**Met1 routing**

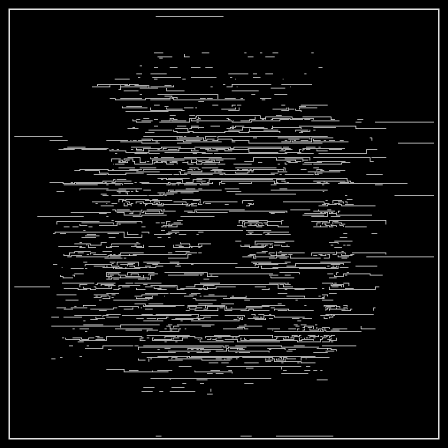
**Metal 2**

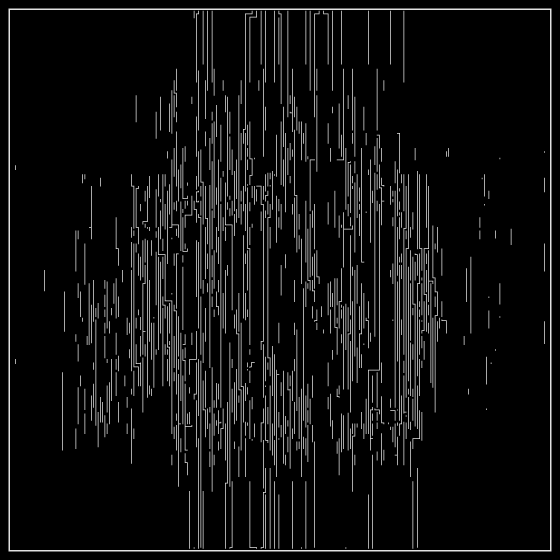
==> config.mk <==
export PLATFORM = sky130hd
export DESIGN_NAME = operand_capture
export DESIGN_NICKNAME = d
export VERILOG_FILES = /design/src/rtl/operand_capture.sv
export SDC_FILE = /design/constraint.sdc
export NUM_CORES = 1
export LEC_CHECK = 0
export CORE_MARGIN = 10
export CORE_UTILIZATION = 40
export DETAILED_ROUTE_END_ITERATION = 12
export PLACE_DENSITY = 0.67
export SYNTH_ARGS = -nofsm -noshare
export SYNTH_HDL_FRONTEND = slang
export SYNTH_SLANG_ARGS = --single-unit
==> constraint.sdc <==
create_clock -name clk -period 5.7 [get_ports clk]
set_input_delay 0.57 -clock clk [delete_from_list [all_inputs] [get_ports clk]]
set_output_delay 0.57 -clock clk [all_outputs]
set_load 0.05 [all_outputs]
==> flow_summary.toml <==
# implementation run metrics
[final_timing]
timing.final.crit_period_ns = 4.517
finalSetupViolations = 0
worst_pin_slew_ns = 0.8366
period_used_pct = 79.24
rsz0062_at_grt = "no"
fin_tns_setup_ns = 0
hold_viol = 0

[clock_tree]
htreeDepth = 3
cts_sinks = 69
cts_setup_buffers = 0
cts_resized = 0
numCtsBuffers = 9
cts_hold_buf = 0

[logic_synthesis]
ys_area_sq_um = 3333
syn_area_sq_um = 3333
synth-edff-count = 0
ys_cells = 403
yosysWarnings = 0
ys_seq_share_pct = 41.44
area_leaders = "dfxtp_1, nor2_1, a22oi_1"
avgSynthCellArea_sq_um = 8.271
async_reset_ff_share_pct = 0
synth_cells = 403
synth.distinct_cells = 54

[global_route]
overflow = 0
grt_pass1_vias = 3195
antenna_found_initial = 0
gr-usage-all-layers_pct = 16.69

[setup_path]
slowest_stage = "ha_1"
critPathBufInv = 2
cp_cell_sequence = "ha_1 > nor2_1 > a21oi_1 > nor2_1 > a21oi_1 > fa_1 > inv_1 > fa_1 > xor2_1 > inv_1 > ha_1 > o32a_1 > mux2i_1 > nor2_1 > or3_1 > a221oi_1"
max_stage_delay_ns = 0.72
ff2ff_path_depth = 16
cp-start-kind = "flop"
cpLargestDelayFamily = "adder cells"
crit_arrival_ns = 4.77
crit_path_end_kind = "flop"
critical_path_depth = 16

[final_layout]
drive_above_1_share_pct = 4.925
lay_top_count = "nor2_1"
diodes = 0
num-nets-final = 486
nFillCells = 803
fin_util_pct = 51.61

[routing]
drc = 0
avgRoutedWirePerCell_microns = 18.31
viasPerCell = 5.703

[outcome]
status = "completed"

[die]
die_y_microns = 111.3
initial_core_util_pct = 40.77
dieWidth_microns = 111.3
ioPinCount = 67

[min_path]
hold_path_depth = 2

[power]
powerDensity_nw_per_um2 = 256.1

[place]
place.gp.congestion = 0.8882

[flow_run]
drv_cap = 0
Notes on 'met1 routing' above:
nets with wire on the layer	440
longest straight run	39.1 microns
share of all routed wire	42%
main direction	horizontal
Post-Route WL: 10.47 mm
total number of vias: 3262
grt met1 use: 19.44%

Notes on 'metal 2' above:
main direction	vertical
share of all routed wire	48%
nets with wire on the layer	406
longest straight run	44.5 microns
wire length on this layer	4990 microns
met2 Track Usage GR: 27.28%

## cells in the mapped netlist (all sizes together), types with 4 or more instances
cell    count
nor2       71
dfxtp      69
nand2      35
a21oi      31
a22oi      27
o21ai      22
ha         15
inv        15
clkbuf     14
o22a        9
nand3       8
buf         7
and2        6
nor3        6
o22ai       6
o211ai      5
a31oi       4
and3        4
mux2i       4
nand2b      4
## tightest hold or removal path, cell delays in order (launching register included)
cell and delay, ns:
dfxtp_1 0.32, nand2_1 0.05, a21oi_1 0.06
## layout make-up
type | count | share of cell area (%)
Multi-Input combinational cell | 298 | 42.82
Sequential cell | 69 | 32.74
Timing Repair Buffer | 69 | 16.19
Clock buffer | 12 | 3.203
Tap cell | 105 | 3.114
Inverter | 15 | 1.335
Clock inverter | 4 | 0.5931
## layer usage
layer / up-vias / track usage, % / wire length [microns]
met3: 29 / 4.058 / 628
met4: 0 / 9.426 / 412
met1: 1551 / 19.44 / 4444
li1: 1568 / - / -
met5: - / 0 / 0
met2: 114 / 27.28 / 4988
## stage by stage
step / worst slack (ns) / hold WS [ns] / instances / area, sq um / power [mW]
after floorplan: 1.940 / 0.4319 / 403 / 3333 / 0.6737
after global placement: 1.265 / 0.4608 / 556 / 4059 / 0.7436
after detailed placement: 1.280 / 0.4627 / 556 / 4059 / 0.7452
after CTS: 1.225 / 0.4754 / 572 / 4219 / 1.081
after global routing: 0.7907 / 0.5094 / 572 / 4219 / 1.130
final: 1.183 / 0.4728 / 572 / 4219 / 1.080
## power by group
part / internal (mW) / total, mW / switching, mW / leakage, nW
clock: 0.157 / 0.342 / 0.185 / 0.0764
combinational: 0.0696 / 0.235 / 0.166 / 0.939
sequential: 0.493 / 0.503 / 0.00999 / 0.557
total: 0.719 / 1.08 / 0.361 / 1.57
## cell families (layout without fill, tap and decap cells)
logic type	count (synthesis)	after routing	synth area share (%)
flops	69	69	41.44
mux	5	5	1.539
compound gates	128	128	25.56
buf+inv	36	100	4.354
fa+ha+maj	17	17	6.832
xor+xnor	1	1	0.2628
simple gates	147	147	20.01
Power is estimated from default activity; no workload was simulated.
